## src/rtl/clkdiv_pkg.sv

```systemverilog
// Shared constants and types for the programmable clock divider family.
// The top-level CLKDIV_BYPASS_EN build option does not change anything in this package.
package clkdiv_pkg;

  localparam int DEF_RATIO_WIDTH = 8;

  // One-hot prescale codes; anything else decodes to divide-by-1
  localparam logic [5:0] PRESC_DIV1 = 6'b100000;
  localparam logic [5:0] PRESC_DIV2 = 6'b010000;
  localparam logic [5:0] PRESC_DIV4 = 6'b001000;
  localparam logic [5:0] PRESC_DIV8 = 6'b000100;

  typedef logic [DEF_RATIO_WIDTH-1:0] ratio_t;

  typedef enum logic {
    IDLE = 1'b0,
    RUN  = 1'b1
  } state_t;

endpackage

```

## src/rtl/clkdiv_prescale_decode.sv

```systemverilog
// Combinational prescale code to divide ratio mapping, shared with the RX sampler.
// Unrecognised codes fall back to ratio 1 so the consumer never sees a zero ratio.
module clkdiv_prescale_decode
  import clkdiv_pkg::*;
#(
  parameter int PRESCALE_WIDTH = 6,
  parameter int OUT_WIDTH      = 8
) (
  input  logic [PRESCALE_WIDTH-1:0] prescale,
  output logic [OUT_WIDTH-1:0]      ratio
);

  always_comb begin
    ratio = OUT_WIDTH'(1);
    if (prescale == PRESCALE_WIDTH'(PRESC_DIV1)) begin
      ratio = OUT_WIDTH'(1);
    end else if (prescale == PRESCALE_WIDTH'(PRESC_DIV2)) begin
      ratio = OUT_WIDTH'(2);
    end else if (prescale == PRESCALE_WIDTH'(PRESC_DIV4)) begin
      ratio = OUT_WIDTH'(4);
    end else if (prescale == PRESCALE_WIDTH'(PRESC_DIV8)) begin
      ratio = OUT_WIDTH'(8);
    end
  end

endmodule

```

## src/rtl/clkdiv_ratio_gen.sv

```systemverilog
// Programmable clock divider: registered divided clock, end-of-period tick, glitch-free ratio changes.
// Define CLKDIV_BYPASS_EN to route CLK straight to DIV_CLK while the active ratio is 1.
module clkdiv_ratio_gen
  import clkdiv_pkg::*;
#(
  parameter int RATIO_WIDTH    = 8,
  parameter int PRESCALE_WIDTH = 6
) (
  input  logic                      CLK,
  input  logic                      RST,
  input  logic                      CLK_EN,
  input  logic                      SEL_MODE,
  input  logic [PRESCALE_WIDTH-1:0] PRESCALE,
  input  logic [RATIO_WIDTH-1:0]    DIV_RATIO,
  output logic                      DIV_CLK,
  output logic                      DIV_TICK,
  output logic [RATIO_WIDTH-1:0]    RATIO_ACTIVE,
  output logic                      UPDATE_ACK
);

  state_t                 state;
  state_t                 state_nxt;
  logic [RATIO_WIDTH-1:0] decoded;
  logic [RATIO_WIDTH-1:0] ratio_req;
  logic [RATIO_WIDTH-1:0] ratio_q;
  logic [RATIO_WIDTH-1:0] ratio_nxt;
  logic [RATIO_WIDTH-1:0] cnt;
  logic [RATIO_WIDTH-1:0] cnt_nxt;
  logic [RATIO_WIDTH-1:0] last_cnt;
  logic                   boundary;
  logic                   load_ratio;
  logic                   clk_q;
  logic                   clk_nxt;
  logic                   tick_q;
  logic                   tick_nxt;
  logic                   ack_q;
  logic                   ack_nxt;

  clkdiv_prescale_decode #(
    .PRESCALE_WIDTH(PRESCALE_WIDTH),
    .OUT_WIDTH     (RATIO_WIDTH)
  ) u_decode (
    .prescale(PRESCALE),
    .ratio   (decoded)
  );

  // A direct ratio of 0 is meaningless, so it is treated as divide-by-1
  assign ratio_req = SEL_MODE ? ((DIV_RATIO == '0) ? RATIO_WIDTH'(1) : DIV_RATIO) : decoded;
  assign last_cnt  = ratio_q - RATIO_WIDTH'(1);
  assign boundary  = (state == RUN) && (cnt == last_cnt);

  always_ff @(posedge CLK) begin
    if (RST) begin
      state <= IDLE;
    end else begin
      state <= state_nxt;
    end
  end

  always_comb begin
    state_nxt = state;
    case (state)
      IDLE:    if (CLK_EN)  state_nxt = RUN;
      RUN:     if (!CLK_EN) state_nxt = IDLE;
      default: state_nxt = IDLE;
    endcase
  end

  // Next-cycle outputs are computed from next-cycle count and ratio so every output is a flop
  always_comb begin
    load_ratio = (state == IDLE) || boundary;
    ratio_nxt  = load_ratio ? ratio_req : ratio_q;
    ack_nxt    = load_ratio && (ratio_req != ratio_q);
    cnt_nxt    = '0;
    if ((state == RUN) && (state_nxt == RUN) && !boundary) begin
      cnt_nxt = cnt + RATIO_WIDTH'(1);
    end
    tick_nxt = (state_nxt == RUN) && (cnt_nxt == (ratio_nxt - RATIO_WIDTH'(1)));
    clk_nxt  = (state_nxt == RUN) && (cnt_nxt < (ratio_nxt >> 1));
  end

  always_ff @(posedge CLK) begin
    if (RST) begin
      cnt     <= '0;
      ratio_q <= RATIO_WIDTH'(1);
      clk_q   <= 1'b0;
      tick_q  <= 1'b0;
      ack_q   <= 1'b0;
    end else begin
      cnt     <= cnt_nxt;
      ratio_q <= ratio_nxt;
      clk_q   <= clk_nxt;
      tick_q  <= tick_nxt;
      ack_q   <= ack_nxt;
    end
  end

`ifdef CLKDIV_BYPASS_EN
  logic bypass_q;

  // The mux select only moves when the ratio may move, so DIV_CLK cannot glitch mid-period
  always_ff @(posedge CLK) begin
    if (RST) begin
      bypass_q <= 1'b0;
    end else if (load_ratio) begin
      bypass_q <= (state_nxt == RUN) && (ratio_nxt == RATIO_WIDTH'(1));
    end
  end

  assign DIV_CLK = bypass_q ? CLK : clk_q;
`else
  assign DIV_CLK = clk_q;
`endif

  assign DIV_TICK     = tick_q;
  assign RATIO_ACTIVE = ratio_q;
  assign UPDATE_ACK   = ack_q;

endmodule
```

## config.mk

```make
export PLATFORM = sky130hd
export DESIGN_NAME = clkdiv_ratio_gen
export DESIGN_NICKNAME = d
export VERILOG_FILES = /design/src/rtl/clkdiv_pkg.sv /design/src/rtl/clkdiv_prescale_decode.sv /design/src/rtl/clkdiv_ratio_gen.sv
export SDC_FILE = /design/constraint.sdc
export NUM_CORES = 1
export LEC_CHECK = 0
export CORE_MARGIN = 3
export CORE_UTILIZATION = 50
export DETAILED_ROUTE_END_ITERATION = 10
export DONT_BUFFER_PORTS = 1
export GPL_TIMING_DRIVEN = 0
export REMOVE_ABC_BUFFERS = 1
export SLEW_MARGIN = 20
export SYNTH_ARGS = -nofsm -noshare
export SYNTH_HDL_FRONTEND = slang
export SYNTH_SLANG_ARGS = --single-unit
```

## constraint.sdc

```tcl
create_clock -name CLK -period 6.7 [get_ports CLK]
set_input_delay 2.01 -clock CLK [delete_from_list [all_inputs] [get_ports CLK]]
set_output_delay 2.01 -clock CLK [all_outputs]
set_load 0.02 [all_outputs]
```

Run 1, port wiring:
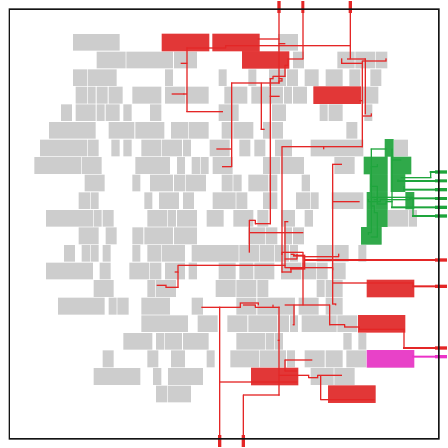
Key: `UPDATE_ACK` = magenta [bits 1, direction output, edge right, end cells 1, buffers 0, wire 3.60 um]; `PRESCALE` = green [bits 6, direction input, edge right, end cells 10, buffers 0, wire 90.8 um]; `RATIO_ACTIVE` = red [bits 8, direction output, edge 3 right, 3 top, 2 bottom, end cells 8, buffers 0, wire 491 um]

Run 1, placement by cell class:
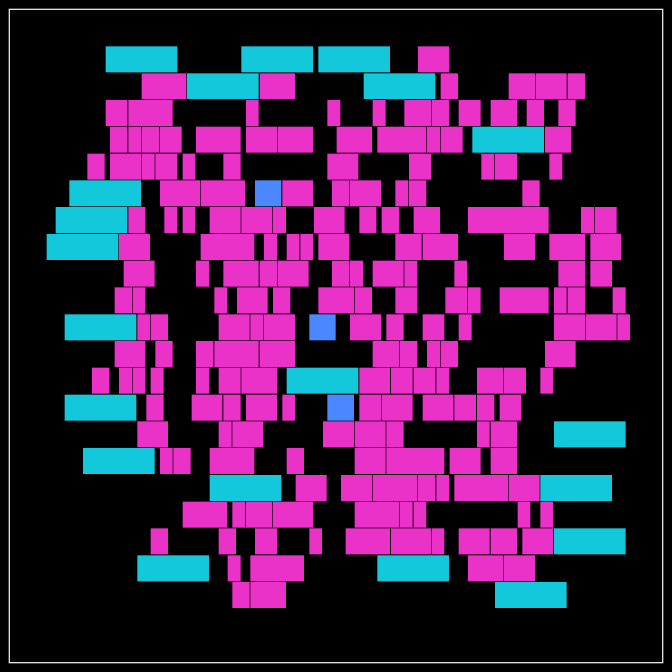
Key: cells driving clock nets = blue [cells 3, share of their area 1.3%]; all other logic = magenta [cells 194, share of their area 76%]; flops = cyan [cells 20, share of their area 23%]

==> run_summary.xml, run 1 <==
<?xml version="1.0" encoding="UTF-8"?>
<metrics>
  <group name="routing">
    <metric name="route.layer.met1.wl" unit="um">2070</metric>
    <metric name="route.met3.wl" unit="um">227</metric>
    <metric name="route.detailed.vias_per_inst" unit="">6.00</metric>
    <metric name="drcViolationCount" unit="">0</metric>
    <metric name="drt_pass1_iterations" unit="">4</metric>
    <metric name="ant_nets" unit="">0</metric>
  </group>
  <group name="clocking">
    <metric name="cts_inserted_buffers" unit="">3</metric>
    <metric name="clk_root_buffer_cell" unit="">clkbuf_4</metric>
    <metric name="worst_skew_pair.late_latency" unit="ps">300</metric>
    <metric name="cts_tree" unit="">yes</metric>
    <metric name="cts_max_path_buffers" unit="">2</metric>
    <metric name="cts.repair.resized" unit="">0</metric>
    <metric name="cts.htree.levels" unit="">1</metric>
    <metric name="postCtsSetupBuffers" unit="">0</metric>
    <metric name="cts_sinks" unit="">20</metric>
  </group>
  <group name="synthesis">
    <metric name="ys_warn_count" unit="">0</metric>
    <metric name="post_synth_ao_oa_area_fraction" unit="%">15.8</metric>
    <metric name="synth.cellmix.xorXnorShare" unit="%">15.9</metric>
    <metric name="async_reset_ff_share" unit="%">0</metric>
    <metric name="synth_cells" unit="">228</metric>
    <metric name="avgSynthCellArea" unit="um^2">7.95</metric>
    <metric name="synth.largest_area_cell" unit="">dfxtp_1</metric>
    <metric name="top_logic_kind" unit="">simple AND/OR/NAND/NOR gates</metric>
    <metric name="synth.top_cells.by_area" unit="">dfxtp_1, xor2_1, xnor2_1</metric>
    <metric name="netlist_top_cells_count" unit="">nor2_1, dfxtp_1, xor2_1</metric>
    <metric name="top_cell" unit="">nor2_1</metric>
    <metric name="ys.flop_type" unit="">dfxtp_1</metric>
    <metric name="ys.flops" unit="">20</metric>
  </group>
  <group name="pwr">
    <metric name="cell_internal_pwr" unit="uW">179</metric>
    <metric name="powerSeq" unit="uW">136</metric>
    <metric name="p_leak" unit="uW">0.000694</metric>
    <metric name="power_leader" unit="">sequential cells</metric>
    <metric name="cellPowerDensity" unit="nW/um^2">149</metric>
    <metric name="total_power" unit="uW">273</metric>
    <metric name="power.combinational.total" unit="uW">78.5</metric>
    <metric name="comb_power_share" unit="%">28.8</metric>
    <metric name="clock_power_share" unit="%">21.2</metric>
    <metric name="part_of_the_power_in_registers" unit="%">50.0</metric>
  </group>
  <group name="global_route">
    <metric name="top_usage_layer" unit="">met2</metric>
    <metric name="grt_pass1_vias" unit="">1531</metric>
    <metric name="globalRouteMet2Util" unit="%">34.3</metric>
    <metric name="grt.overflow.total" unit="">0</metric>
    <metric name="grt_use_met1" unit="%">26.4</metric>
    <metric name="globalRouteMet3Util" unit="%">4.42</metric>
    <metric name="grt_antenna_before_repair" unit="">0</metric>
  </group>
  <group name="critical_path">
    <metric name="timing.reg2reg.worst_path_depth" unit="">12</metric>
    <metric name="startpoint_type" unit="">input pin</metric>
    <metric name="crit_buf_inv" unit="">0</metric>
    <metric name="cp_cell_sequence" unit="">or4_1 &gt; nor4_1 &gt; o31a_1 &gt; mux2i_1 &gt; ha_1 &gt; nor2b_1 &gt; o21ai_0 &gt; a21boi_0 &gt; o21ai_0 &gt; o311ai_1 &gt; a2111oi_2</metric>
    <metric name="startpoint" unit="">DIV_RATIO[4]</metric>
    <metric name="critPathArrivalTime" unit="ps">4760</metric>
    <metric name="cp_max_fo" unit="">6</metric>
    <metric name="regToRegStartpoint" unit="">RATIO_ACTIVE[0]</metric>
    <metric name="crit_cells" unit="">11</metric>
    <metric name="critical_path_class" unit="">input pin to flip-flop</metric>
    <metric name="critical_path.max_stage_delay" unit="ps">530</metric>
  </group>
  <group name="finish">
    <metric name="final_design_area_no_fill" unit="um^2">1830</metric>
    <metric name="nClkBuffers" unit="">3</metric>
    <metric name="dominant-cell-class" unit="">logic gates</metric>
    <metric name="mostFrequentLayoutCell" unit="">nor2_1</metric>
    <metric name="num-multi-input-gates" unit="">184</metric>
    <metric name="final_cell_count_no_fill" unit="">263</metric>
    <metric name="n_all_inverters" unit="">10</metric>
    <metric name="seq_cell_count" unit="">20</metric>
    <metric name="num-nonclk-buffers" unit="">0</metric>
    <metric name="area_grow_syn2layout" unit="%">0.897</metric>
    <metric name="layout.cells.most_common_list" unit="">nor2_1, dfxtp_1, xor2_1, xnor2_1</metric>
    <metric name="nFillCells" unit="">352</metric>
  </group>
  <group name="floorplan">
    <metric name="tap-cell-count" unit="">46</metric>
    <metric name="floorplan.initialDensity" unit="%">53.1</metric>
    <metric name="chipArea" unit="um^2">4380</metric>
    <metric name="core-area" unit="um^2">3420</metric>
    <metric name="die-width" unit="um">66.2</metric>
  </group>
  <group name="timing">
    <metric name="fmaxAchievable" unit="MHz">219</metric>
    <metric name="setup_viol" unit="">0</metric>
    <metric name="post-route-min-period" unit="ps">4560</metric>
    <metric name="drv_slew" unit="">0</metric>
    <metric name="grt_setup_unrepaired" unit="">no</metric>
    <metric name="final.hold.worst_slack" unit="ps">661</metric>
    <metric name="timing.max_slew.rel_slack" unit="%">60.5</metric>
  </group>
  <group name="placed_design">
    <metric name="gp_routability_congestion" unit="">0.823</metric>
    <metric name="dpl_hpwl" unit="um">3400</metric>
    <metric name="dpl_worst_slack" unit="ps">1800</metric>
  </group>
  <group name="min_path">
    <metric name="holdPathStages" unit="">1</metric>
    <metric name="hold_end" unit="">cnt[0]</metric>
    <metric name="timing.hold.worst.class" unit="">flip-flop to flip-flop</metric>
    <metric name="hold_path_startpoint" unit="">cnt[0]</metric>
  </group>
  <group name="outcome">
    <metric name="status" unit="">completed</metric>
  </group>
  <group name="run">
    <metric name="cap_viol_max_count" unit="">0</metric>
    <metric name="warning_count" unit="">25</metric>
  </group>
</metrics>
Run 1, routed clock nets over the placement:
Scale bar: 20 um.
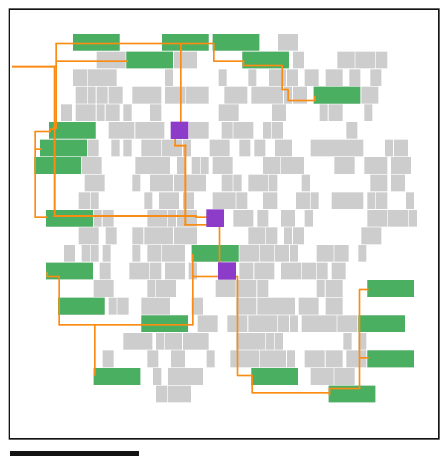
Key: flip-flops = green [count 20]; clock wires = orange [length 304 um]; cells driving clock nets = purple [count 3]
There are 4 routed clock nets. Position of the flops: spread over the die.

--- run 2 (diff from run 1) ---
--- a/config.mk
+++ b/config.mk
@@ -10,6 +10,7 @@
 export DETAILED_ROUTE_END_ITERATION = 10
 export DONT_BUFFER_PORTS = 1
 export GPL_TIMING_DRIVEN = 0
+export PLACE_DENSITY = 0.68
 export REMOVE_ABC_BUFFERS = 1
 export SLEW_MARGIN = 20
 export SYNTH_ARGS = -nofsm -noshare
==> constraint.sdc (replaced) <==
create_clock -name CLK -period 4 [get_ports CLK]
set_input_delay 1.2 -clock CLK [delete_from_list [all_inputs] [get_ports CLK]]
set_output_delay 1.2 -clock CLK [all_outputs]
set_load 0.02 [all_outputs]
Run 2, routed clock nets over the placement:
Scale bar: 20 um.
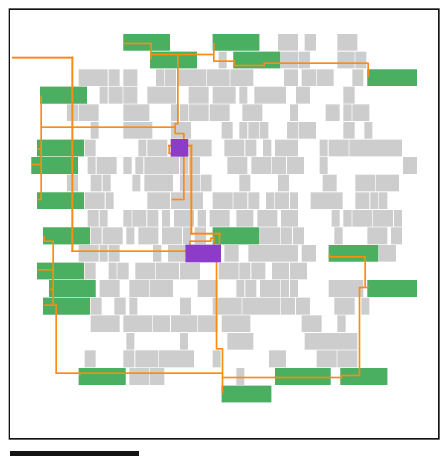
Key: flip-flops = green [count 20]; clock wires = orange [length 336 um]; cells driving clock nets = purple [count 3]
Position of the flops: spread over the die. There are 4 routed clock nets.

==> run 2 against run 1 <==
Effect of this change: die area unchanged; non-clock buffer count up 1; clock power up 110%; synthesized cell count unchanged; sequential power up 68%; area after synthesis unchanged; critical path type is now flip-flop to flip-flop; highest routed layer unchanged.
==> run_summary.xml, run 2 <==
<?xml version="1.0" encoding="UTF-8"?>
<metrics>
  <group name="critical_path">
    <metric name="startpoint_type" unit="">flip-flop</metric>
    <metric name="critical_path.max_stage_delay" unit="ps">660</metric>
    <metric name="cp_cell_sequence" unit="">inv_1 &gt; ha_1 &gt; xor2_1 &gt; o2111ai_1 &gt; o41a_4 &gt; mux2_2 &gt; ha_1 &gt; nor2b_1 &gt; o21ai_0 &gt; a21boi_0 &gt; o21ai_0 &gt; o311ai_1 &gt; a2111oi_2</metric>
    <metric name="critical_path_class" unit="">flip-flop to flip-flop</metric>
    <metric name="regToRegEndpoint" unit="">DIV_TICK</metric>
    <metric name="timing.reg2reg.worst_path_depth" unit="">13</metric>
    <metric name="crit_cells" unit="">13</metric>
    <metric name="crit_buf_inv" unit="">1</metric>
    <metric name="cp_max_fo" unit="">23</metric>
    <metric name="critPathArrivalTime" unit="ps">3960</metric>
    <metric name="regToRegStartpoint" unit="">RATIO_ACTIVE[1]</metric>
    <metric name="startpoint" unit="">RATIO_ACTIVE[1]</metric>
  </group>
  <group name="global_route">
    <metric name="grt.overflow.total" unit="">0</metric>
    <metric name="top_usage_layer" unit="">met2</metric>
    <metric name="grt_antenna_before_repair" unit="">0</metric>
    <metric name="grt_use_met1" unit="%">26.7</metric>
    <metric name="globalRouteMet3Util" unit="%">3.40</metric>
    <metric name="grt_pass1_vias" unit="">1422</metric>
    <metric name="globalRouteMet2Util" unit="%">32.1</metric>
    <metric name="grt_pass1_wl" unit="um">6640</metric>
  </group>
  <group name="pwr">
    <metric name="cell_internal_pwr" unit="uW">324</metric>
    <metric name="vdd_ir_max" unit="V">0.000132</metric>
    <metric name="power.combinational.total" unit="uW">134</metric>
    <metric name="part_of_the_power_in_registers" unit="%">47.0</metric>
    <metric name="clock_power_share" unit="%">25.5</metric>
    <metric name="powerSeq" unit="uW">229</metric>
    <metric name="power_leader" unit="">sequential cells</metric>
    <metric name="total_power" unit="uW">488</metric>
    <metric name="cellPowerDensity" unit="nW/um^2">259</metric>
    <metric name="p_leak" unit="uW">0.000710</metric>
    <metric name="comb_power_share" unit="%">27.5</metric>
  </group>
  <group name="routing">
    <metric name="route.met3.wl" unit="um">279</metric>
    <metric name="ant_nets" unit="">0</metric>
    <metric name="route.detailed.vias_per_inst" unit="">5.91</metric>
    <metric name="drt_pass1_iterations" unit="">4</metric>
    <metric name="route.layer.met1.wl" unit="um">1900</metric>
    <metric name="drt-initial-drc-count" unit="">81</metric>
    <metric name="drcViolationCount" unit="">0</metric>
  </group>
  <group name="timing">
    <metric name="layout_worst_path_cycle_share" unit="%">93.8</metric>
    <metric name="post-route-min-period" unit="ps">3750</metric>
    <metric name="setup_viol" unit="">0</metric>
    <metric name="final.hold.worst_slack" unit="ps">662</metric>
    <metric name="grt_setup_unrepaired" unit="">no</metric>
    <metric name="drv_slew" unit="">0</metric>
    <metric name="finalWorstSetupSlack" unit="ps">248</metric>
    <metric name="fmaxAchievable" unit="MHz">267</metric>
    <metric name="timing.max_slew.rel_slack" unit="%">59.1</metric>
  </group>
  <group name="synthesis">
    <metric name="ys_warn_count" unit="">0</metric>
    <metric name="async_reset_ff_share" unit="%">0</metric>
    <metric name="top_logic_kind" unit="">simple AND/OR/NAND/NOR gates</metric>
    <metric name="ys.flops" unit="">20</metric>
    <metric name="synth.top_cells.by_area" unit="">dfxtp_1, xor2_1, xnor2_1</metric>
    <metric name="top_cell" unit="">nor2_1</metric>
    <metric name="post_synth_ao_oa_area_fraction" unit="%">15.8</metric>
    <metric name="synth.cellmix.xorXnorShare" unit="%">15.9</metric>
    <metric name="synth.largest_area_cell" unit="">dfxtp_1</metric>
    <metric name="synth_cells" unit="">228</metric>
    <metric name="post_synth_fa_ha_maj_area_fraction" unit="%">6.21</metric>
    <metric name="netlist_top_cells_count" unit="">nor2_1, dfxtp_1, xor2_1</metric>
    <metric name="ys.flop_type" unit="">dfxtp_1</metric>
    <metric name="avgSynthCellArea" unit="um^2">7.95</metric>
  </group>
  <group name="clocking">
    <metric name="clk_root_buffer_cell" unit="">clkbuf_4</metric>
    <metric name="worst_skew_pair.late_latency" unit="ps">310</metric>
    <metric name="cts.htree.levels" unit="">1</metric>
    <metric name="cts_inserted_buffers" unit="">3</metric>
    <metric name="cts_max_path_buffers" unit="">2</metric>
    <metric name="hold_buffers" unit="">0</metric>
    <metric name="cts_sinks" unit="">20</metric>
    <metric name="cts_tree" unit="">yes</metric>
    <metric name="postCtsSetupBuffers" unit="">0</metric>
    <metric name="cts.repair.resized" unit="">4</metric>
  </group>
  <group name="placed_design">
    <metric name="gp_routability_congestion" unit="">0.802</metric>
    <metric name="dpl_worst_slack" unit="ps">-439</metric>
  </group>
  <group name="finish">
    <metric name="nFillCells" unit="">314</metric>
    <metric name="mostFrequentLayoutCell" unit="">nor2_1</metric>
    <metric name="num-nonclk-buffers" unit="">1</metric>
    <metric name="final_cell_count_no_fill" unit="">265</metric>
    <metric name="n_all_inverters" unit="">10</metric>
    <metric name="num-multi-input-gates" unit="">184</metric>
    <metric name="dominant-cell-class" unit="">logic gates</metric>
    <metric name="seq_cell_count" unit="">20</metric>
    <metric name="area_grow_syn2layout" unit="%">3.73</metric>
    <metric name="final_design_area_no_fill" unit="um^2">1880</metric>
    <metric name="layout.cells.most_common_list" unit="">nor2_1, xor2_1, xnor2_1, dfxtp_1</metric>
    <metric name="nClkBuffers" unit="">4</metric>
  </group>
  <group name="floorplan">
    <metric name="tap-cell-count" unit="">46</metric>
    <metric name="core-area" unit="um^2">3420</metric>
    <metric name="chipArea" unit="um^2">4380</metric>
    <metric name="num_io_pins" unit="">29</metric>
    <metric name="num_rows" unit="">21</metric>
    <metric name="die-width" unit="um">66.2</metric>
    <metric name="floorplan.initialDensity" unit="%">53.1</metric>
  </group>
  <group name="min_path">
    <metric name="timing.hold.worst.class" unit="">flip-flop to flip-flop</metric>
    <metric name="hold_path_startpoint" unit="">cnt[0]</metric>
    <metric name="holdPathStages" unit="">1</metric>
    <metric name="hold_end" unit="">cnt[0]</metric>
  </group>
  <group name="run">
    <metric name="warning_count" unit="">25</metric>
    <metric name="cap_viol_max_count" unit="">0</metric>
  </group>
  <group name="outcome">
    <metric name="status" unit="">completed</metric>
  </group>
</metrics>
Power is estimated from default activity; no workload was simulated.
